<file path="src/rtl/mips_multicycle_control.sv">
// Multicycle MIPS main control FSM: opcode decode, datapath sequencing and memory-wait watchdog.
// Optional jump support is built when MIPS_CTRL_JUMP_EN is defined.
module mips_multicycle_control #(
  parameter int unsigned MEM_TIMEOUT = 16
) (
  input  logic       clk,
  input  logic       reset,
  input  logic [5:0] Op,
  input  logic       Zero,
  input  logic       mem_ready,
  output logic       IorD,
  output logic       RegDst,
  output logic       MemtoReg,
  output logic       ALUSrcA,
  output logic [1:0] ALUSrcB,
  output logic [1:0] ALUOp,
  output logic [1:0] PCSrc,
  output logic       IRWrite,
  output logic       MemWrite,
  output logic       RegWrite,
  output logic       PCWrite,
  output logic       Branch,
  output logic       PCEn,
  output logic [3:0] state,
  output logic       illegal_op,
  output logic       mem_err
);

  localparam int unsigned CNT_W = $clog2(MEM_TIMEOUT + 1);

  localparam logic [5:0] OP_LW    = 6'b100011;
  localparam logic [5:0] OP_SW    = 6'b101011;
  localparam logic [5:0] OP_RTYPE = 6'b000000;
  localparam logic [5:0] OP_BEQ   = 6'b000100;
  localparam logic [5:0] OP_ADDI  = 6'b001000;
`ifdef MIPS_CTRL_JUMP_EN
  localparam logic [5:0] OP_J     = 6'b000010;
`endif

  typedef enum logic [3:0] {
    FETCH    = 4'd0,
    DECODE   = 4'd1,
    MEMADR   = 4'd2,
    MEMREAD  = 4'd3,
    MEMWB    = 4'd4,
    MEMWRITE = 4'd5,
    EXECUTE  = 4'd6,
    ALUWB    = 4'd7,
    BRANCH   = 4'd8,
    ADDIEX   = 4'd9,
`ifdef MIPS_CTRL_JUMP_EN
    ADDIWB   = 4'd10,
    JUMP     = 4'd11
`else
    ADDIWB   = 4'd10
`endif
  } state_t;

  state_t           cur_state;
  state_t           nxt_state;
  logic             mem_wait;
  logic [CNT_W-1:0] wait_cnt;

  assign state = cur_state;

  // State register and memory-wait watchdog
  always_ff @(posedge clk) begin
    if (reset) begin
      cur_state <= FETCH;
      wait_cnt  <= '0;
      mem_err   <= 1'b0;
    end else begin
      cur_state <= nxt_state;
      if (mem_wait && !mem_ready) begin
        if (wait_cnt < CNT_W'(MEM_TIMEOUT))
          wait_cnt <= wait_cnt + CNT_W'(1);
        if (wait_cnt >= CNT_W'(MEM_TIMEOUT - 1))
          mem_err <= 1'b1;
      end else begin
        wait_cnt <= '0;
      end
    end
  end

  // Next-state and Moore output decode
  always_comb begin
    nxt_state  = FETCH;
    mem_wait   = 1'b0;
    IorD       = 1'b0;
    RegDst     = 1'b0;
    MemtoReg   = 1'b0;
    ALUSrcA    = 1'b0;
    ALUSrcB    = 2'b00;
    ALUOp      = 2'b00;
    PCSrc      = 2'b00;
    IRWrite    = 1'b0;
    MemWrite   = 1'b0;
    RegWrite   = 1'b0;
    PCWrite    = 1'b0;
    Branch     = 1'b0;
    illegal_op = 1'b0;

    case (cur_state)
      FETCH: begin
        mem_wait  = 1'b1;
        ALUSrcB   = 2'b01;
        IRWrite   = mem_ready;
        PCWrite   = mem_ready;
        nxt_state = mem_ready ? DECODE : FETCH;
      end
      DECODE: begin
        ALUSrcB = 2'b11;
        case (Op)
          OP_LW, OP_SW: nxt_state = MEMADR;
          OP_RTYPE:     nxt_state = EXECUTE;
          OP_BEQ:       nxt_state = BRANCH;
          OP_ADDI:      nxt_state = ADDIEX;
`ifdef MIPS_CTRL_JUMP_EN
          OP_J:         nxt_state = JUMP;
`endif
          default: begin
            illegal_op = 1'b1;
            nxt_state  = FETCH;
          end
        endcase
      end
      MEMADR: begin
        ALUSrcA = 1'b1;
        ALUSrcB = 2'b10;
        if (Op == OP_LW)
          nxt_state = MEMREAD;
        else if (Op == OP_SW)
          nxt_state = MEMWRITE;
        else
          nxt_state = FETCH;
      end
      MEMREAD: begin
        mem_wait  = 1'b1;
        IorD      = 1'b1;
        nxt_state = mem_ready ? MEMWB : MEMREAD;
      end
      MEMWB: begin
        MemtoReg = 1'b1;
        RegWrite = 1'b1;
      end
      MEMWRITE: begin
        mem_wait  = 1'b1;
        IorD      = 1'b1;
        MemWrite  = 1'b1;
        nxt_state = mem_ready ? FETCH : MEMWRITE;
      end
      EXECUTE: begin
        ALUSrcA   = 1'b1;
        ALUOp     = 2'b10;
        nxt_state = ALUWB;
      end
      ALUWB: begin
        RegDst   = 1'b1;
        RegWrite = 1'b1;
      end
      BRANCH: begin
        ALUSrcA = 1'b1;
        ALUOp   = 2'b01;
        PCSrc   = 2'b01;
        Branch  = 1'b1;
      end
      ADDIEX: begin
        ALUSrcA   = 1'b1;
        ALUSrcB   = 2'b10;
        nxt_state = ADDIWB;
      end
      ADDIWB: begin
        RegWrite = 1'b1;
      end
`ifdef MIPS_CTRL_JUMP_EN
      JUMP: begin
        PCSrc   = 2'b10;
        PCWrite = 1'b1;
      end
`endif
      default: nxt_state = FETCH;
    endcase

    // Reset abandons the instruction: no write enables or pulses escape
    if (reset) begin
      IRWrite    = 1'b0;
      PCWrite    = 1'b0;
      MemWrite   = 1'b0;
      RegWrite   = 1'b0;
      Branch     = 1'b0;
      illegal_op = 1'b0;
    end
  end

  assign PCEn = PCWrite | (Branch & Zero);

endmodule

</file>
<file path="config.mk">
export PLATFORM = sky130hd
export DESIGN_NAME = mips_multicycle_control
export DESIGN_NICKNAME = d
export VERILOG_FILES = /design/src/rtl/mips_multicycle_control.sv
export SDC_FILE = /design/constraint.sdc
export NUM_CORES = 1
export LEC_CHECK = 0
export CORE_MARGIN = 2
export CORE_UTILIZATION = 46
export CTS_CLUSTER_DIAMETER = 60
export DETAILED_ROUTE_END_ITERATION = 12
export PLACE_DENSITY = 0.84
export REMOVE_ABC_BUFFERS = 1
export SYNTH_ARGS = -nofsm -noshare
export SYNTH_HDL_FRONTEND = slang
export SYNTH_SLANG_ARGS = --single-unit
</file>
<file path="constraint.sdc">
create_clock -name clk -period 3.4 [get_ports clk]
set_input_delay 0.51 -clock clk [delete_from_list [all_inputs] [get_ports clk]]
set_output_delay 0.51 -clock clk [all_outputs]
set_load 0.01 [all_outputs]
</file>
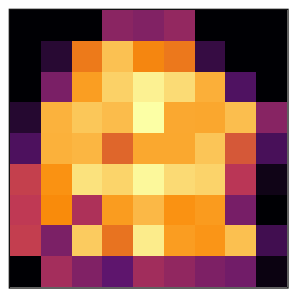
Fig. 1. Local utilization.
Scale: 6 px per um. The die is cut into 9 by 9 equal tiles; black is low, pale yellow is high, 0 to 100% covered.
mean over tiles	52%
fullest tile	100%
nearly empty tiles	16%
final core occ: 66.37%
Floorplan Utilization: 47.99%
placeable core region: 1708 um2

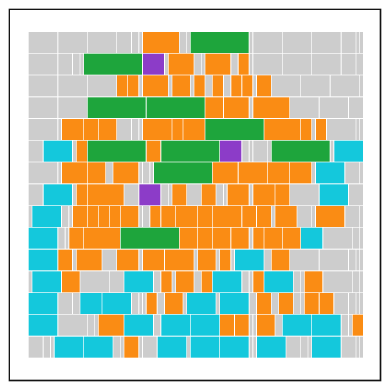
Fig. 2. Cell classes on the final placement.
Scale: 8 px per um. Fill, decap, tap and diode cells in gray.
color	class	cells
green	sequential cells	10
orange	combinational and other logic	90
purple	clock drivers	3
cyan	remaining buffers and delay cells	32
final instance area: 1134 um2
share of the final layout cell area in sequential cells: 17.66%
Core Rows: 15

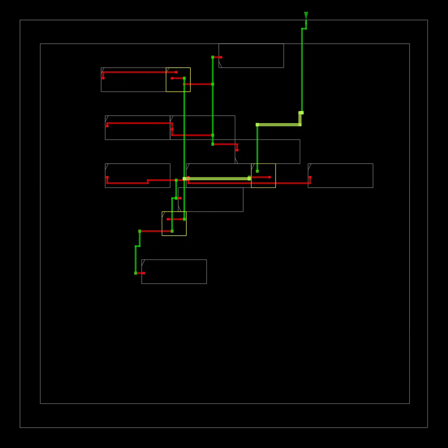
Fig. 3. Clock nets.
number of flip-flops and latches: 10
Clock group: 79.9 uW
CTS Sinks: 10

## flip-flops by register name, summed over array words and instances (netlist names)
register and cells:
wait_cnt 5, state 4, mem_err 1
## routing by layer
metal  up-vias  GRT usage [%]  part of all wire [%]
met2        22          35.00                    51
met5         -              0                     0
met4         0          5.143                     0
met3         0          2.745                   2.9
met1       388          26.35                    46
li1        437              -                     -
## power by group through the flow
stage | clock (uW) | combinational, uW | sequential (uW)
global placement | 0 | 58.5 | 128
finish | 79.9 | 60.5 | 125
CTS | 81.1 | 60.8 | 125
floorplan | 0 | 26.3 | 127
global route | 84.9 | 65.7 | 126
detailed placement | 0 | 60.5 | 128
## worst paths after layout
| kind | from | end | cells after the start |
|---|---|---|---|
| setup / recovery | Op[2] | illegal_op | 6 |
| hold / removal | mem_err$_SDFFE_PP0P_ | mem_err$_SDFFE_PP0P_ | 2 |
| setup reg to reg | state[1]$_SDFF_PP0_ | state[2]$_SDFF_PP0_ | 4 |
| hold reg to reg | mem_err$_SDFFE_PP0P_ | mem_err$_SDFFE_PP0P_ | 2 |
## cell families (layout without fill, tap and decap cells)
family,after synthesis,in the layout,share of synthesized area (%)
AND/OR/NAND/NOR,54,54,37.25
AND-OR/OR-AND,19,19,14.96
buffers and inverters,15,39,8.548
flip-flops,10,10,24.43
XOR/XNOR,6,6,6.412
multiplexers,4,4,4.886
adder cells (fa/ha/maj),2,2,3.053
other,1,1,0.4576
## critical path, stage by stage
cell	delay (ns)
sky130_fd_sc_hd__clkdlybuf4s50_1	0.59
sky130_fd_sc_hd__xnor2_1	0.15
sky130_fd_sc_hd__nor3_1	0.08
sky130_fd_sc_hd__or4_1	0.39
sky130_fd_sc_hd__a21oi_1	0.14
sky130_fd_sc_hd__clkdlybuf4s50_1	0.55
## through the flow
stage               hold slack [ns]  util, %  power (uW)
floorplan                    0.4912        -       153.3
global placement             0.4724    65.05       186.0
CTS                          0.4849    66.37       267.0
detailed placement           0.4754    65.05       188.1
global route                 0.4991    66.37       276.6
finish                       0.4831    66.37       265.5
## layout make-up
cell class,instances,area (um2)
repair buffers,32,315.3
fillers,141,574.3
clock buffers,3,22.52
inverters,4,15.01
flip-flops and latches,10,200.2
well taps,25,31.28
multi-input cells,86,549.3
==> Slide: Implementation Results <==
Key Metrics from the Run

Run status
  • Outcome: complete, no violations

Yosys
  • Cells after synthesis: around 110
  • Sequential area share after synthesis: 24.43%
  • Number of different library cells in the post-synthesis netlist: 39
  • Most frequent cells after synthesis: sky130_fd_sc_hd__nor2_1, sky130_fd_sc_hd__dfxtp_1, sky130_fd_sc_hd__nor3_1, sky130_fd_sc_hd__a21oi_1
  • Number of enable-type register cells in the synthesized netlist: 0
  • Max-area cell share: between 20% and 30%
  • Chip area line of the yosys report: just over 800 um2
  • Async set-or-reset flop fraction in the synthesized netlist: 0%
  • Number of warning messages in the yosys log: 0
  • Biggest area consumer among synthesized cells: sky130_fd_sc_hd__dfxtp_1
  • Flops after synth: 10
  • Summed instance area of the synthesized netlist: 819.5 um2
  • Post-synthesis cell count from yosys: ~110

Worst setup path
  • Data arrival at the endpoint of the critical path: 2.41 ns
  • Startpoint types: primary input
  • Nature of the critical path endpoint: output pin
  • Startpoint-to-endpoint class of the critical path: primary input to output pin
  • R2R setup slack: roughly 1.7 ns
  • Required time at the endpoint of the critical path: 2.89 ns
  • Maximum net fanout on the critical path: 5

Clocking
  • Inserted Clock Buffers: 3
  • Root buffer cell: sky130_fd_sc_hd__clkbuf_4
  • Number of post-CTS setup repair buffers: 0
  • # resized after CTS: 0
  • Source-to-sink clock delay at the later pin of the worst-skew pair: ~0.26 ns
  • Total of hold buffers inserted after clock tree synthesis: 0
  • Clock transition at the registers of the reported paths: about 0.060 ns
  • Maximum clock insertion buffer count: 2
  • TritonCTS clock tree: built
  • Number of H-tree branching levels: 1

Placement
  • Detailed-placement wirelength estimate: between 1 and 1.5 mm
  • Cells after DPL: about 160
  • Weighted congestion at the end of routability-driven global placement: 0.7922
  • Quantity of I/O buffers inserted on ports: 30
  • Cell Area, Placed: approximately 1100 um2
  • Setup slack after placement: between 0.4 and 0.5 ns

Power and ir drop
  • Net load switching power: 72.16 uW
  • Clock Power Share: about 30%
  • Internal portion of total power: around 190 uW
  • Static Leakage: approximately 0.00038 uW
  • Combinational cell fraction of total power: approximately 23%
  • Sequential cell fraction of total power: between 40% and 50%
  • Switching part of the total power: around 27%
  • Ratio of total power to cell area: roughly 230 nW/um2
  • Highest ir drop seen on vdd: 156.3 uV

STA
  • Unrepaired setup endpoints after global routing: false
  • Slew HR: 59.91%
  • Final period utilization: a little under nine tenths
  • Minimum clock period after layout: approximately 2.9 ns
  • Hold violation total from the final report: 0
  • Final Slew Violations: 0
  • Clock Skews: approximately 0.0024 ns
  • Least setup slack across all paths after layout: around 0.48 ns
  • Setup TNS after final layout: 0 ns
  • Peak clock frequency supported by timing: about 340 MHz
  • Number of failing setup endpoints in the final timing report: 0

Floorplanning
  • Horizontal die dimension: around 46 um
  • Height of the die: 46.21 um

Detailed routing
  • Number of detailed-route iterations in the first pass: 4
  • Tally of nets with antenna violations remaining after routing: 0
  • Final WL: a little under 2 mm
  • Total via count in the routed design: about 850
  • DRC marker count from the first detailed-route iteration: 14
  • DRC violation count after routing: 0

Cells and area
  • Most instantiated logic cell after routing: sky130_fd_sc_hd__clkdlybuf4s50_1
  • Antenna diode count: 0
  • Area Overhead vs Synth: 38.32%
  • Layout cell share with drive strength beyond 1: under 10%
  • Leading cell types in the layout, fill and taps excluded: sky130_fd_sc_hd__clkdlybuf4s50_1, sky130_fd_sc_hd__nor2_1, sky130_fd_sc_hd__dfxtp_1
  • Number of nets in the final layout: 149

GRT
  • Global routing usage summed across all routing layers: roughly a fifth
  • First-pass GRT wire length: around 3.2 mm
  • Number of global-route vias before repair: between 700 and 800
  • Number of antenna violations at the first check in global routing: 0
  • Largest net degree at the start of global routing: 20
  • Residual overflow from global routing: 0

Flow run
  • Count of warning messages emitted by the tools: 25

Hold path
  • HP Class: register to register
Power and IR drop assume default switching activity.
